==> config.mk <==
export PLATFORM = sky130hd
export DESIGN_NAME = yxn_candidate_gen_flat
export DESIGN_NICKNAME = d
export VERILOG_FILES = /design/src/rtl/yxn_cg_if.sv /design/src/rtl/yxn_candidate_gen.sv /design/src/flat_wrapper.sv
export SDC_FILE = /design/constraint.sdc
export NUM_CORES = 1
export LEC_CHECK = 0
export CORE_MARGIN = 2
export CORE_UTILIZATION = 25
export DETAILED_ROUTE_END_ITERATION = 6
export GPL_TIMING_DRIVEN = 0
export PLACE_DENSITY = 0.51
export SYNTH_ARGS = -nofsm -noshare
export SYNTH_HDL_FRONTEND = slang
export SYNTH_SLANG_ARGS = --single-unit
==> constraint.sdc <==
create_clock -name clk -period 3.47 [get_ports clk]
set_clock_uncertainty 0.1 [all_clocks]
set_input_delay 0.694 -clock clk [delete_from_list [all_inputs] [get_ports clk]]
set_output_delay 0.694 -clock clk [all_outputs]
set_load 0.05 [all_outputs]
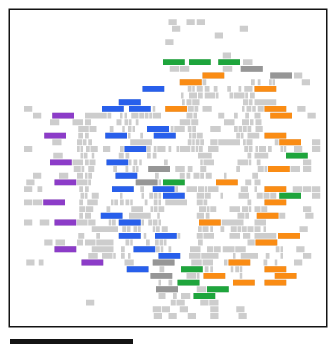
**Above:** run 1 (sequential cells grouped by signal name).
Bar = 50 um. Other sequential cells in the stronger gray, the rest of the logic in the fainter gray.
legend:
  `u_core.tbl`:
    color: blue
    sequential_cells: 20
  `u_core.bus.yxn`:
    color: orange
    sequential_cells: 22
  `u_core.n_reg`:
    color: purple
    sequential_cells: 8
  `u_core.s1_y`:
    color: green
    sequential_cells: 10
not colored: 7
flop share of the area: 34.0%
Post-Route Utilization: 32.4%
Seq. pwr: 0.00130 W
Flop area: 1680 um2

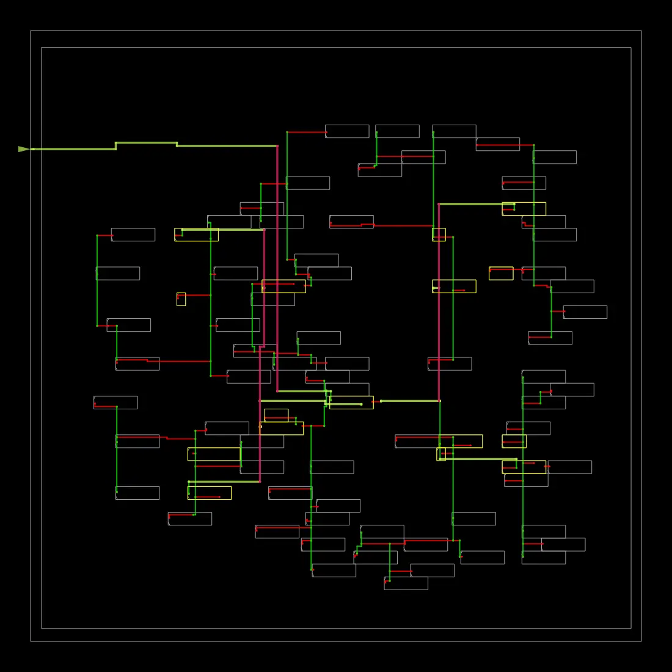
**Above:** run 1 (clock wiring as the flow saved it).
Clock buffer cells: 12
Clock Power: 0.000953 W
total CTS buffers: 9
later-pin clock latency in the skew report: 0.34 ns

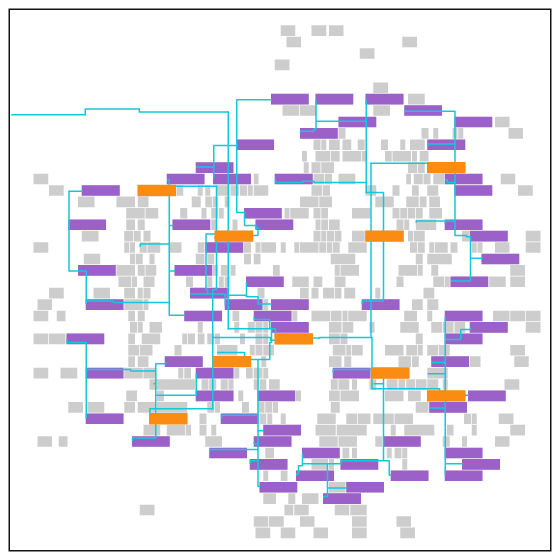
**Above:** run 1 (clock network drawn from the DEF).
legend:
  flip-flops:
    color: purple
    count: 67
  clock wires:
    color: cyan
    length: 1,070 um
  cells driving clock nets:
    color: orange
    count: 9
routed clock nets: 10
clock network power share: 18.8%

==> changes_impl.md, run 1 <==
### Physical design

- HP Class: reg -> reg
- Critical Path AT: 2.33 ns
- Mapped cell area: 3890 um2
- CP delay by family, top: buffers and inverters
- Worst path buffer plus inverter count: 3
- Cell taking the most area after synthesis: dfrtp_1
- Cell leakage power: 2.14 nW
- Finished Cell Area: 4930 um2
- Max FFs per register: 22
- Number of global-route vias before repair: 3,091
- Register area share after synthesis: 43.1%
- Layout cells sized above 1: 11.6%
- Final period util: 89.9%
- Setup crit start kind: input port
- Clock Sinks: 67
- Count leader, synth: dfrtp_1
- Largest net degree at the start of global routing: 68
- Post-CTS Hold Fix Bufs: 0
- Largest buffer count on any clock path: 2
- VDD IR max: 0.308 mV
- Async S/R FF share, synth: 100%
- Boundary Pins: 50
- Outcome: finished, final reports clean
- WL final: 9800 um
- Wire per inst: 15.0 um
- Final-stage net count: 514
- Die width: 129 um
- Chip area: 16,600 um2
- Post-CTS resize count: 0
- CTS tree: done
- Iteration-0 DRC count of the detailed router: 242
- YS chip area: 3890 um2
- Relative slew slack: 41.6%
- Top_reg_cell synth: dfrtp_1
- Antenna violations before repair: 0
- Max Fclk: 320 MHz
- Root buffer cell: clkbuf_16
- Flops after synth: 67
- H-tree Lvls: 3
- Reg clk slew, reported paths: 0.05 ns
- Setup CP Type: in -> out
- Worst R2R Path Depth: 9
- Slew Limit Fails: 0
- Crit path max-delay cell type: clkdlybuf4s50_1
- Syn avg cell area: 9.74 um2
- Top cells, area: dfrtp_1, ha_1, o21ai_0
## run 1: where the power goes
group	total [W]	internal [W]	switching, W	leakage [nW]
registers	0.00130	0.00109	0.000211	0.831
clock network	0.000953	0.000612	0.000341	0.155
logic	0.00282	0.00109	0.00174	1.15
## run 1: cell usage in the layout, fill, tap and decap left out, drive strengths merged, types with 7 or more instances in the layout
cell and n:
a211oi 8, a21o 7, a21oi 13, buf 11
clkbuf 16, clkdlybuf4s50 49, dfrtp 67, ha 28
inv 27, mux2 20, nand2 45, nand3 15
nor2 16, nor3 10, o21a 14, o21ai 49
xor2 8
## run 1: metrics by stage
stage,utilization (%),setup TNS [ns],cells
floorplan,-,0,399
global placement,30.3,-15.49,636
detailed placement,30.4,0,636
CTS,32.4,0,652
global route,32.4,0,652
finish,32.4,0,652
## run 1: final cells by class
type,instances,area share (%)
multi-input combinational,290,41.2
sequential,67,34.0
timing repair buffer,49,9.95
clock buffer,12,5.41
tap,188,4.77
inverter,27,2.11
buffer,15,1.55
clock inverter,4,0.965
## run 1: worst register-to-register path, stage by stage, from the launching register on
cell and delay, ns:
dfrtp_1 0.35, buf_2 0.23, mux2_2 0.37, ha_1 0.23, fa_1 0.44, a211oi_1 0.34
o21bai_1 0.12, a21oi_1 0.19, xor2_1 0.21, o21ai_0 0.11
## run 1: kinds of logic (layout without fill, tap and decap cells)
kind of cell / count (synthesis) / after routing / synth area share [%]
compound gates: 120 / 120 / 19.7
simple gates: 104 / 104 / 12.8
xor+xnor: 11 / 11 / 2.48
fa+ha+maj: 31 / 31 / 10.6
flops: 67 / 67 / 43.1
buf+inv: 42 / 107 / 4.57
mux: 24 / 24 / 6.83
## run 1: per-layer routing
layer  GRT usage (%)  up-vias  wire length, um  share of wire (%)
met5               0        -                0                  0
met4            6.20        0              248                2.5
li1                -     1551                -                  -
met2            19.9       78             4410                 45
met1            16.1     1426             4710                 48
met3            3.24       16              436                4.4
**Run 1: sizing map**

Bar = 50 um.
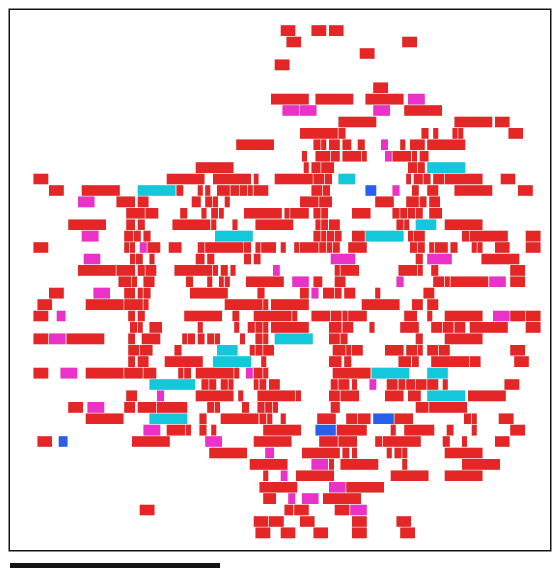

==> run 1 -> run 2 <==
--- a/config.mk
+++ b/config.mk
@@ -5,11 +5,14 @@
 export SDC_FILE = /design/constraint.sdc
 export NUM_CORES = 1
 export LEC_CHECK = 0
+export CELL_PAD_IN_SITES_DETAIL_PLACEMENT = 2
+export CELL_PAD_IN_SITES_GLOBAL_PLACEMENT = 2
 export CORE_MARGIN = 2
 export CORE_UTILIZATION = 25
 export DETAILED_ROUTE_END_ITERATION = 6
 export GPL_TIMING_DRIVEN = 0
-export PLACE_DENSITY = 0.51
+export HOLD_SLACK_MARGIN = 0.03
+export PLACE_DENSITY = 0.69
 export SYNTH_ARGS = -nofsm -noshare
 export SYNTH_HDL_FRONTEND = slang
 export SYNTH_SLANG_ARGS = --single-unit
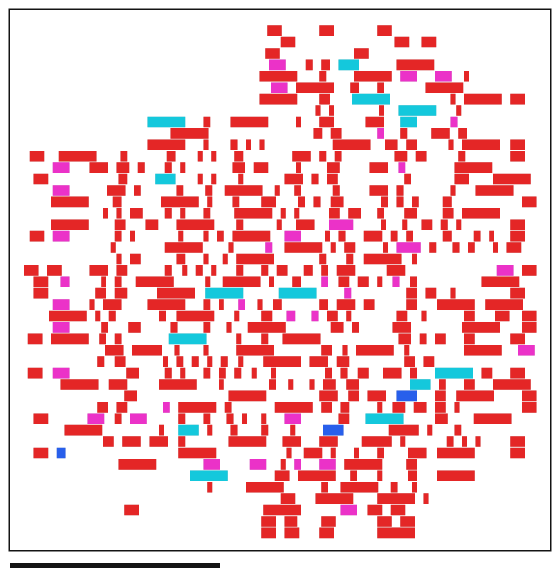
**Above:** run 2 (sizing map).
Bar = 50 um.
legend:
  drive 2:
    color: magenta
    cells: 35
    share: 7.5%
    most_used: mux2_2
  drive 1 or less:
    color: red
    cells: 412
    share: 89%
    most_used: dfrtp_1
  drive 3 to 4:
    color: blue
    cells: 3
    share: 0.65%
    most_used: nor2b_4
  drive 6 and up:
    color: cyan
    cells: 14
    share: 3.0%
    most_used: clkbuf_16
Finished Cell Area: 4910 um2
Area Growth Syn to Fin: 26.3%
final worst slack: 0.228 ns
Non-clock buffers: 64

==> run 2 against run 1 <==
Clock-buffer cell count grew 3; first-iteration DRC count is 55% lower; core utilization is 0.14 points lower; synthesized cell count is the same; sequential share of layout area up 0.15 points; non-clock buffer count stayed put; clock power shrank 5.1%; hold slack lost 0.0014 ns; critical path depth is the same; total power grew 1.2%; maximum frequency decreased by 3.8%; via count up 4.8%; largest cell class unchanged.
==> changes_impl.md, run 2 <==
### Physical design

- Count leader, synth: dfrtp_1 (unchanged)
- Setup crit start kind: input port (unchanged)
- Setup CP Type: in -> out (unchanged)
- H-tree Lvls: 3 (unchanged)
- Post-CTS resize count: 0 (unchanged)
- VDD IR max: 0.360 mV (was 0.308 mV)
- Outcome: finished, final reports clean (unchanged)
- Internal power: 0.00275 W (was 0.00279 W)
- Post-CTS Hold Fix Bufs: 0 (unchanged)
- Syn avg cell area: 9.74 um2 (unchanged)
- Clock Sinks: 67 (unchanged)
- WL final: 11,600 um (was 9800 um)
- Sequential share of power: 25.5% (was 25.7%)
- Relative slew slack: 40.2% (was 41.6%)
- Max Fclk: 308 MHz (was 320 MHz)
- Worst R2R Path Depth: 9 (unchanged)
- Sw Pwr: 0.00239 W (was 0.00229 W)
- Flop area: 1680 um2 (unchanged)
- Post-Route Utilization: 32.3% (was 32.4%)
- Most frequent logic cell in the layout: dfrtp_1 (unchanged)
- Sw frac: 46.5% (was 45.0%)
- Cell leakage power: 2.13 nW (was 2.14 nW)
- Largest buffer count on any clock path: 2 (unchanged)
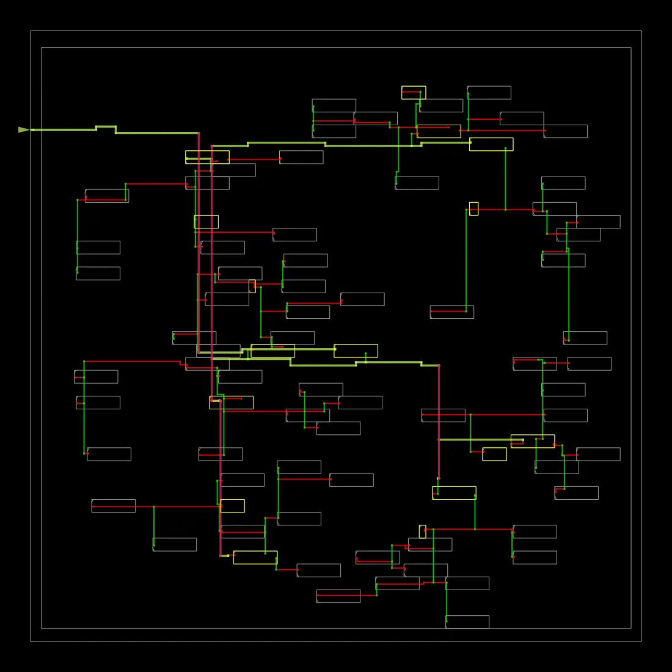
**Above:** run 2 (clock wiring as the flow saved it).
Clock buffer cells: 15
Clock Power: 0.000904 W
num sequential: 67

run 2: critical path, delay by kind of cell:
| family | cells | cell delay, ns |
|---|---|---|
| buffers and inverters | 3 | 1.52 |
| AND/OR/NAND/NOR | 2 | 0.22 |
run 2: metal layers:
layer | up-vias | track usage, % | wire [um]
li1 | 1543 | - | -
met1 | 1624 | 19.0 | 5460
met2 | 39 | 25.5 | 5700
met3 | 11 | 3.53 | 303
met4 | 0 | 4.67 | 156
met5 | - | 0 | 0
run 2: cells by family after synthesis:
logic type / count (synthesis) / share of synthesized area (%)
flip-flops: 67 / 43.1
AND/OR/NAND/NOR: 104 / 12.8
multiplexers: 24 / 6.83
adder cells (fa/ha/maj): 31 / 10.6
buffers and inverters: 42 / 4.57
XOR/XNOR: 11 / 2.48
AND-OR/OR-AND: 120 / 19.7
run 2: through the flow:
stage	worst slack, ns	instances	area [um2]
2_1_floorplan	0.981	399	3890
3_3_place_gp	-0.358	636	4610
5_1_grt	0.196	652	4910
4_1_cts	0.231	652	4910
3_5_place_dp	0.247	636	4610
6_report	0.228	652	4910
run 2: area by class of cell:
cell class | instances | share of cell area [%]
well taps | 188 | 4.79
clock buffers | 15 | 5.86
inverters | 27 | 2.12
repair buffers | 49 | 9.99
flip-flops and latches | 67 | 34.2
clock inverters | 1 | 0.102
multi-input cells | 290 | 41.4
plain buffers | 15 | 1.56
run 2: power groups by stage:
| stage | Combinational (W) | Clock (W) | Sequential [W] |
|---|---|---|---|
| after floorplan | 0.00163 | 0 | 0.00172 |
| after global placement | 0.00282 | 0 | 0.00131 |
| after detailed placement | 0.00295 | 0 | 0.00133 |
| after CTS | 0.00297 | 0.000936 | 0.00132 |
| after global routing | 0.00322 | 0.000964 | 0.00136 |
| final | 0.00293 | 0.000904 | 0.00131 |
Power is estimated from default activity; no workload was simulated.
